$ cat src/rtl/lcd_hd44780_ctrl.sv
`timescale 1ns/1ps
// lcd_hd44780_ctrl: buffers LCD command words written by the core and replays
// each one to an HD44780-style LCD with setup / enable / hold / execute timing.
//
// Ports:
//   i_clk, i_reset            clock, asynchronous active-low reset
//   i_lcd_wr, i_lcd_wdata     one-cycle write strobe and command word
//                             ([7:0] data, [8] RS, [9] long wait, [31] power)
//   i_ovf_clr                 clears the sticky overflow flag
//   o_lcd_data/rs/rw/en/on    LCD pins (rw tied low, write only)
//   o_busy, o_full, o_ovf     status for core polling
module lcd_hd44780_ctrl #(
  parameter int unsigned FIFO_DEPTH  = 4,
  parameter int unsigned T_SETUP     = 2,
  parameter int unsigned T_PULSE     = 12,
  parameter int unsigned T_HOLD      = 2,
  parameter int unsigned T_WAIT      = 2000,
  parameter int unsigned T_WAIT_LONG = 82000
) (
  input  logic        i_clk,
  input  logic        i_reset,
  input  logic        i_lcd_wr,
  input  logic [31:0] i_lcd_wdata,
  input  logic        i_ovf_clr,
  output logic [7:0]  o_lcd_data,
  output logic        o_lcd_rs,
  output logic        o_lcd_rw,
  output logic        o_lcd_en,
  output logic        o_lcd_on,
  output logic        o_busy,
  output logic        o_full,
  output logic        o_ovf
);

  localparam int unsigned PTR_W  = (FIFO_DEPTH > 1) ? $clog2(FIFO_DEPTH) : 1;
  localparam int unsigned LVL_W  = $clog2(FIFO_DEPTH + 1);
  localparam int unsigned T_MAX0 = (T_WAIT_LONG > T_WAIT) ? T_WAIT_LONG : T_WAIT;
  localparam int unsigned T_MAX1 = (T_PULSE > T_MAX0) ? T_PULSE : T_MAX0;
  localparam int unsigned T_MAX2 = (T_SETUP > T_MAX1) ? T_SETUP : T_MAX1;
  localparam int unsigned T_MAX  = (T_HOLD > T_MAX2) ? T_HOLD : T_MAX2;
  localparam int unsigned CNT_W  = $clog2(T_MAX + 1);

  typedef struct packed {
    logic       on;
    logic       long_wait;
    logic       rs;
    logic [7:0] data;
  } cmd_t;

  typedef enum logic [2:0] {
    S_IDLE,
    S_SETUP,
    S_PULSE,
    S_HOLD,
    S_WAIT
  } state_e;

  state_e             state_q, state_d;
  logic [CNT_W-1:0]   cnt_q, cnt_d;
  logic [7:0]         data_q, data_d;
  logic               rs_q, rs_d;
  logic               on_q, on_d;
  logic               long_q, long_d;
  logic               en_q, en_d;
  logic               ovf_q, ovf_d;
  logic [PTR_W-1:0]   wr_ptr_q, wr_ptr_d;
  logic [PTR_W-1:0]   rd_ptr_q, rd_ptr_d;
  logic [LVL_W-1:0]   lvl_q, lvl_d;
  cmd_t               mem_q [FIFO_DEPTH];
  cmd_t               mem_d [FIFO_DEPTH];

  cmd_t               cmd_in;
  cmd_t               head;
  logic               fifo_full;
  logic               fifo_empty;
  logic               wr_ok;
  logic               wr_drop;
  logic               cnt_last;
  logic               pop;
  logic               unused_wdata;

  assign cmd_in       = {i_lcd_wdata[31], i_lcd_wdata[9], i_lcd_wdata[8], i_lcd_wdata[7:0]};
  assign unused_wdata = ^i_lcd_wdata[30:10];
  assign head         = mem_q[rd_ptr_q];
  assign fifo_full    = (lvl_q == LVL_W'(FIFO_DEPTH));
  assign fifo_empty   = (lvl_q == '0);
  assign wr_ok        = i_lcd_wr && !fifo_full;
  assign wr_drop      = i_lcd_wr && fifo_full;
  assign cnt_last     = (cnt_q == CNT_W'(1));

  // Sequencer: each phase loads the counter and leaves when it reaches 1.
  // The end of WAIT pops the next word directly so queued commands chain
  // with no idle cycle between them.
  always_comb begin
    state_d = state_q;
    cnt_d   = cnt_q;
    data_d  = data_q;
    rs_d    = rs_q;
    on_d    = on_q;
    long_d  = long_q;
    en_d    = en_q;
    pop     = 1'b0;

    case (state_q)
      S_IDLE: begin
        if (!fifo_empty) pop = 1'b1;
      end
      S_SETUP: begin
        if (cnt_last) begin
          state_d = S_PULSE;
          cnt_d   = CNT_W'(T_PULSE);
          en_d    = 1'b1;
        end else begin
          cnt_d = cnt_q - CNT_W'(1);
        end
      end
      S_PULSE: begin
        if (cnt_last) begin
          state_d = S_HOLD;
          cnt_d   = CNT_W'(T_HOLD);
          en_d    = 1'b0;
        end else begin
          cnt_d = cnt_q - CNT_W'(1);
        end
      end
      S_HOLD: begin
        if (cnt_last) begin
          state_d = S_WAIT;
          cnt_d   = long_q ? CNT_W'(T_WAIT_LONG) : CNT_W'(T_WAIT);
        end else begin
          cnt_d = cnt_q - CNT_W'(1);
        end
      end
      S_WAIT: begin
        if (cnt_last) begin
          state_d = S_IDLE;
          cnt_d   = '0;
          if (!fifo_empty) pop = 1'b1;
        end else begin
          cnt_d = cnt_q - CNT_W'(1);
        end
      end
      default: begin
        state_d = S_IDLE;
        cnt_d   = '0;
        en_d    = 1'b0;
      end
    endcase

    if (pop) begin
      state_d = S_SETUP;
      cnt_d   = CNT_W'(T_SETUP);
      data_d  = head.data;
      rs_d    = head.rs;
      on_d    = head.on;
      long_d  = head.long_wait;
      en_d    = 1'b0;
    end
  end

  // Command FIFO; a write into a full FIFO is dropped even if a pop happens
  // on the same edge, and flags overflow (set beats clear).
  always_comb begin
    mem_d    = mem_q;
    wr_ptr_d = wr_ptr_q;
    rd_ptr_d = rd_ptr_q;
    lvl_d    = lvl_q;
    ovf_d    = ovf_q;

    if (wr_ok) begin
      mem_d[wr_ptr_q] = cmd_in;
      wr_ptr_d        = wr_ptr_q + PTR_W'(1);
    end
    if (pop) rd_ptr_d = rd_ptr_q + PTR_W'(1);

    case ({wr_ok, pop})
      2'b10:   lvl_d = lvl_q + LVL_W'(1);
      2'b01:   lvl_d = lvl_q - LVL_W'(1);
      default: lvl_d = lvl_q;
    endcase

    if (wr_drop)        ovf_d = 1'b1;
    else if (i_ovf_clr) ovf_d = 1'b0;
  end

  always_ff @(posedge i_clk or negedge i_reset) begin
    if (!i_reset) begin
      state_q  <= S_IDLE;
      cnt_q    <= '0;
      data_q   <= '0;
      rs_q     <= 1'b0;
      on_q     <= 1'b0;
      long_q   <= 1'b0;
      en_q     <= 1'b0;
      ovf_q    <= 1'b0;
      wr_ptr_q <= '0;
      rd_ptr_q <= '0;
      lvl_q    <= '0;
      mem_q    <= '{default: '0};
    end else begin
      state_q  <= state_d;
      cnt_q    <= cnt_d;
      data_q   <= data_d;
      rs_q     <= rs_d;
      on_q     <= on_d;
      long_q   <= long_d;
      en_q     <= en_d;
      ovf_q    <= ovf_d;
      wr_ptr_q <= wr_ptr_d;
      rd_ptr_q <= rd_ptr_d;
      lvl_q    <= lvl_d;
      mem_q    <= mem_d;
    end
  end

  assign o_lcd_data = data_q;
  assign o_lcd_rs   = rs_q;
  assign o_lcd_rw   = 1'b0;
  assign o_lcd_en   = en_q;
  assign o_lcd_on   = on_q;
  assign o_ovf      = ovf_q;
  assign o_busy     = (state_q != S_IDLE) || !fifo_empty;
  assign o_full     = fifo_full;

endmodule

$ cat config.mk
export PLATFORM = sky130hd
export DESIGN_NAME = lcd_hd44780_ctrl
export DESIGN_NICKNAME = d
export VERILOG_FILES = /design/src/rtl/lcd_hd44780_ctrl.sv
export SDC_FILE = /design/constraint.sdc
export NUM_CORES = 1
export LEC_CHECK = 0
export CELL_PAD_IN_SITES_DETAIL_PLACEMENT = 0
export CELL_PAD_IN_SITES_GLOBAL_PLACEMENT = 1
export CORE_AREA = 2 2 121 123
export DETAILED_ROUTE_END_ITERATION = 12
export DIE_AREA = 0 0 123 125
export GPL_ROUTABILITY_DRIVEN = 0
export GPL_TIMING_DRIVEN = 1
export PLACE_DENSITY_LB_ADDON = 0.1
export SYNTH_ARGS = -nofsm -noshare
export SYNTH_HDL_FRONTEND = slang
export SYNTH_SLANG_ARGS = --single-unit
export TNS_END_PERCENT = 50
$ cat constraint.sdc
create_clock -name i_clk -period 6.8 [get_ports i_clk]
set_input_delay 1.36 -clock i_clk [delete_from_list [all_inputs] [get_ports i_clk]]
set_output_delay 1.36 -clock i_clk [all_outputs]
set_load 0.01 [all_outputs]
==> run_1/layers.png <==
Scale: 2 px per um. Two of the layers only.
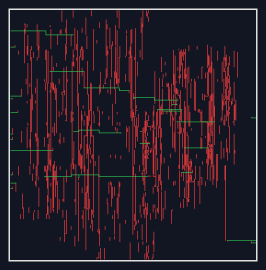
layer	colour	wire length
M3	green	299 um
M2	red	4580 um
Detailed Route WL: 9.20 mm
DR WL/cell: 16.8 um
GRT Total Usage: 0.132
Via Count: 2718

==> run_1/port_trees.png <==
Scale: 2 px per um.
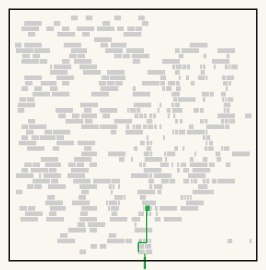
port	colour	direction	end cells	buffers	wire
o_full	green	output	1	1	31.5 um
I/O Pins: 51
I/O Buffers: 28

==> run_1/m2.png <==
Scale: 4 px per um.
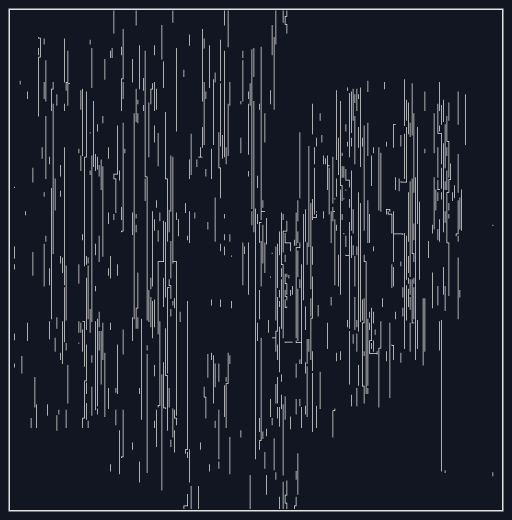
main direction	vertical
nets with wire on the layer	334
longest straight run	62.6 um
GRT met2 Usage: 0.214

==> out/results.ini, run 1 <==
[clocking]
cts.sinks = 84
clk_pin_slew_worst_paths_ps = 60

[place]
numPlacedInstances = 533

[outcome]
run_status = complete, no violations

[critical_path]
endpoint_kind = output port
cp_slowest_cell = clkdlybuf4s50_1

[grt]
gr-total-overflow = 0

[route]
drc = 0
antenna_left = 0

[pwr]
vdd_ir_drop_max_mv = 0.228

[logic_synthesis]
ys_sh_mux = 0.215
yosysTopAreaCellShare = 0.510
yosysWarnings = 0
postSynthCellCount = 333
top_cells_by_area = dfrtp_1 51%, mux2_2 13%, mux4_2 6.0%

[timing]
finalHoldViolations = 0
tns_ps = 0
final_max_slew_viol_count = 0

[worst_hold_path]
whs_path_depth = 1

[finish]
final-clk-cell-share = 0.0584
regArea_sq_um = 2100

## run 1: stage by stage
stage	utilization	cell area (sq um)	hold WS, ps
final	0.342	4860	489
after global routing	0.342	4860	508
after CTS	0.342	4860	497
after detailed placement	0.322	4580	474
after global placement	0.322	4580	470
after floorplan	-	4130	458
## run 1: worst paths after layout
check / start / end
max in group asynchronous: i_reset / o_lcd_rs
worst min register to register: long_q / long_q
worst min-delay path: long_q / long_q
min in group asynchronous: i_reset / o_ovf
worst max register to register: cnt_q[8] / lvl_q[2]
worst max-delay path: lvl_q[1] / o_busy
## run 1: power by group
| part | leakage [nW] | internal [mW] | switching, mW |
|---|---|---|---|
| clock | 0.136 | 0.283 | 0.192 |
| combinational | 0.883 | 0.508 | 0.387 |
| sequential | 1.02 | 0.743 | 0.209 |
| total | 2.04 | 1.53 | 0.789 |
==> run_1/placed.png <==
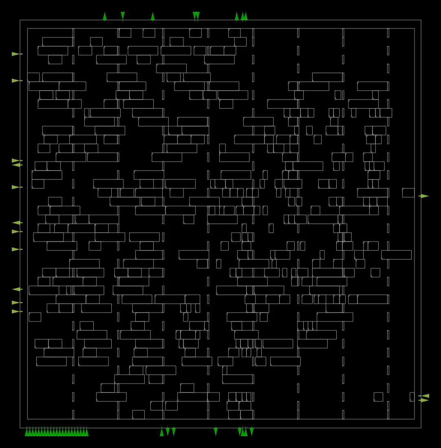

==> run 2, diff against run 1 <==
==> constraint.sdc (replaced) <==
create_clock -name i_clk -period 3.7 [get_ports i_clk]
set_input_delay 0.74 -clock i_clk [delete_from_list [all_inputs] [get_ports i_clk]]
set_output_delay 0.74 -clock i_clk [all_outputs]
set_load 0.01 [all_outputs]
==> run_2/placed.png <==
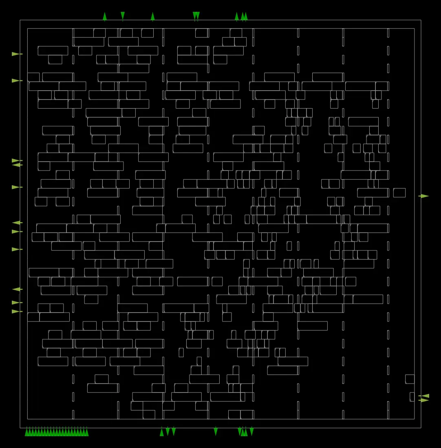
final core utilization: 0.347
cell row count: 44
fillers: 1449
tapcell count: 184

==> run 2 against run 1 <==
Compared with the run above: synthesized cell count unchanged; sequential share of layout area shrank 0.61 points; clock power grew 98%; total power is 88% higher; die area did not move; highest routed layer unchanged; final area increased by 1.4%; global-route usage increased by 0.15 points; largest power group unchanged; sequential power increased by 82%; largest cell class unchanged.
==> out/results.ini, run 2 <==
[outcome]
run_status = complete, no violations

[clocking]
cts.sinks = 84  ; unchanged
cts.path.max_buffers = 2
clkLatencyLatePin_ps = 350
clk_pin_slew_worst_paths_ps = 60  ; about the same
numCtsBuffers = 9

[timing]
tns_ps = 0  ; unchanged
final_max_slew_viol_count = 0  ; unchanged
hold_ws_ps = 326  ; -163 ps

[pwr]
comb_power_mw = 1.69  ; +89%
p_clk_uw = 940  ; +98%
vdd_ir_drop_max_mv = 0.280  ; +23%
p_switching_mw = 1.50  ; +90%
power_frac_clock = 0.215  ; +0.011
power_leader = registers
seq_power_mw = 1.73  ; +82%
switching_share = 0.343  ; +0.00305
seqPwrFrac = 0.396  ; -0.014
combPwrFrac = 0.388  ; +0.002
p_int_mw = 2.87  ; +87%

[grt]
grt_pass1_wl_mm = 15.6
gr-total-overflow = 0  ; unchanged
busiest_layer = met2
use_met2 = 0.218  ; +0.00422

[finish]
regArea_sq_um = 2100  ; unchanged

[critical_path]
timing.rr.end = lvl_q[2]
critPathLaunch = lvl_q[1]
critPathCapture = o_busy
endpoint_kind = output port
r2r_start = cnt_q[8]
cp_slowest_cell = clkdlybuf4s50_1

[logic_synthesis]
yosysTopAreaCellShare = 0.510  ; unchanged
ys_sh_adder = 0.0261
yosysWarnings = 0  ; unchanged
ys_sh_mux = 0.215  ; unchanged
postSynthCellCount = 333  ; unchanged
synth.avg_cell_area_sq_um = 12.4
top_cells_by_area = dfrtp_1 51%, mux2_2 13%, mux4_2 6.0%

[route]
via_count = 2690  ; -1.0%
drt_wl_total_mm = 9.36  ; +1.7%
wl_per_cell_um = 16.9  ; +0.45%
antenna_left = 0  ; unchanged
drc = 0  ; unchanged

[die]
io_pins = 51  ; unchanged

[place]
io_buffers = 28  ; unchanged

==> run_2/pinout.png <==
Scale: 4 px per um. Pins as bars across the die edge, other pins in grey.
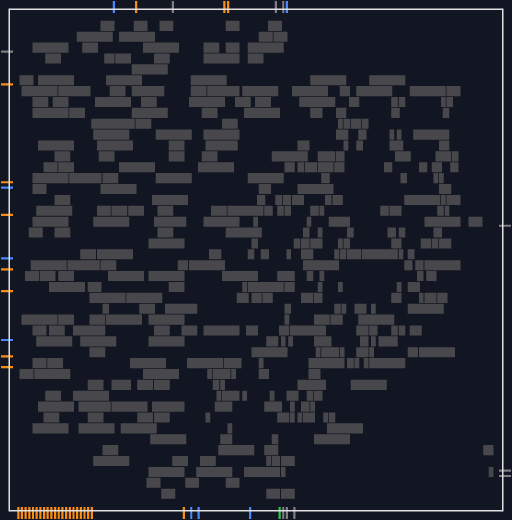
port	colour	pins	direction	edge
o_lcd_data	blue	8	output	3 bottom, 3 left, 2 top
i_lcd_wdata	orange	32	input	22 bottom, 7 left, 3 top
o_full	green	1	output	bottom
all pins by edge	29 bottom, 11 left, 8 top, 3 right
Die H: 125 um
width of the die: 123 um

[run 2: cell counts after synthesis]
No cell type changed its count.
[run 2: stage by stage]
| stage | worst slack (ps) | cell area, sq um | utilization | std cells |
|---|---|---|---|---|
| after floorplan | 937 | 4130 | - | 333 |
| after global placement | 790 | 4620 | 0.325 | 539 |
| after detailed placement | 784 | 4620 | 0.325 | 539 |
| after CTS | 433 | 4930 | 0.347 | 555 |
| after global routing | 340 | 4930 | 0.347 | 555 |
| final | 483 | 4930 | 0.347 | 555 |
[run 2: layout make-up]
class,instances,share of cell area
tap,184,0.0467
clock buffer,10,0.0485
inverter,16,0.0122
multi-input combinational,219,0.384
sequential,84,0.426
clock inverter,6,0.0142
timing repair buffer,36,0.0685
==> run_2/layers.png <==
Scale: 2 px per um. Two of the layers only.
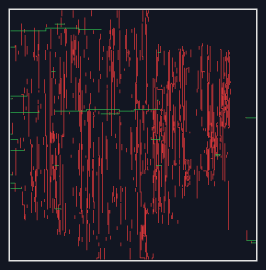

==> run 3, diff against run 2 <==
--- a/config.mk
+++ b/config.mk
@@ -10,9 +10,11 @@
 export CORE_AREA = 2 2 121 123
 export DETAILED_ROUTE_END_ITERATION = 12
 export DIE_AREA = 0 0 123 125
+export DONT_BUFFER_PORTS = 1
 export GPL_ROUTABILITY_DRIVEN = 0
 export GPL_TIMING_DRIVEN = 1
 export PLACE_DENSITY_LB_ADDON = 0.1
+export SKIP_LAST_GASP = 1
 export SYNTH_ARGS = -nofsm -noshare
 export SYNTH_HDL_FRONTEND = slang
 export SYNTH_SLANG_ARGS = --single-unit
==> run_3/layers.png <==
Scale: 2 px per um. Two of the layers only.
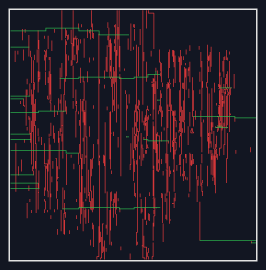
layer	colour	wire length
M3	green	406 um
M2	red	4630 um
Via Count: 2580
DR WL/cell: 17.9 um
Detailed Route WL: 9.34 mm
GRT Total Usage: 0.132

==> run_3/port_trees.png <==
Scale: 2 px per um.
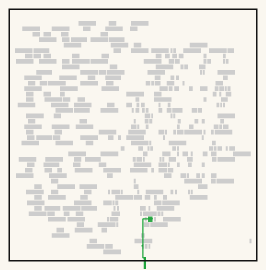
port	colour	direction	end cells	buffers	wire
o_full	green	output	1	0	26.7 um
I/O Buffers: 0

==> run 3 against run 2 <==
Compared with the run above: synthesized cell count did not move; via count fell by 4.1%; sequential cell count did not move; wire length fell by 0.25%; setup slack improved by 310 ps; non-clock buffer count fell by 32; worst hold slack got worse by 240 ps; sequential share of layout area rose by 3.0 points; synthesized area did not move; maximum frequency rose by 10%; clock-buffer cell count fell by 1; critical path type is now reg2reg.
==> out/results.ini, run 3 <==
[logic_synthesis]
yosysTopAreaCellShare = 0.510  ; unchanged
top_cells_by_area = dfrtp_1 51%, mux2_2 13%, mux4_2 6.0%

[pwr]
combPwrFrac = 0.351  ; -0.037
p_int_mw = 2.66  ; -7.2%
seqPwrFrac = 0.432  ; +0.036
power_leader = registers
vdd_ir_drop_max_mv = 0.259  ; -7.4%
comb_power_mw = 1.46  ; -14%
p_switching_mw = 1.49  ; -0.53%
power_frac_clock = 0.217  ; +0.002
seq_power_mw = 1.79  ; +3%
switching_share = 0.358  ; +0.0157

[critical_path]
r2r_start = cnt_q[8]
cp_slowest_cell = nor4_1
timing.rr.end = lvl_q[2]

[finish]
final_area_sq_um = 4600  ; -6.6%
final_cells = 523  ; -5.8%
regArea_sq_um = 2100  ; unchanged
nNonClkBuffers = 4  ; -89%
seq_share = 0.457  ; +0.0301
final-nonclk-buf-share = 0.00652  ; -0.0620
utilization = 0.324  ; -0.0229
nNonClkInverters = 16  ; unchanged
flops = 84  ; unchanged
comb_area_share = 0.411  ; +0.0271
n_clock_buffer = 9  ; -1

[clocking]
cts.sinks = 84  ; unchanged
cts.path.max_buffers = 2  ; unchanged
numCtsBuffers = 9  ; unchanged
clkLatencyLatePin_ps = 350  ; about the same
clk_pin_slew_worst_paths_ps = 70  ; about the same

[route]
drc = 0  ; unchanged
antenna_left = 0  ; unchanged

[timing]
hold_ws_ps = 84.0  ; -242 ps
tns_ps = 0  ; unchanged

[grt]
gr-total-overflow = 0  ; unchanged

[outcome]
run_status = complete, no violations

[die]
io_pins = 51  ; unchanged
die_h_um = 125  ; unchanged
rows = 44  ; unchanged

[place]
numPlacedInstances = 507  ; -5.9%
post-place-ws_ps = 824  ; +39.7 ps

## run 3: cell count changes in the layout (fill, tap and decap cells not counted), sizes merged
cell and delta:
buf -5, bufinv -1, clkbuf -1, clkdlybuf4s50 -27, clkinv -3, clkinvlp +2, inv +3
## run 3: cell families after synthesis
| family | count (synthesis) | synth area share |
|---|---|---|
| AOI/OAI and AO/OA | 55 | 0.0937 |
| xor gates and xnor gates | 9 | 0.0191 |
| adders and majority gates | 8 | 0.0261 |
| buffers and inverters | 30 | 0.0321 |
| DFF | 84 | 0.510 |
| muxes | 68 | 0.215 |
| other | 1 | 0.000909 |
| and+or+nand+nor | 78 | 0.103 |
Power figures rest on the tool's default switching activity, not on a simulated workload.
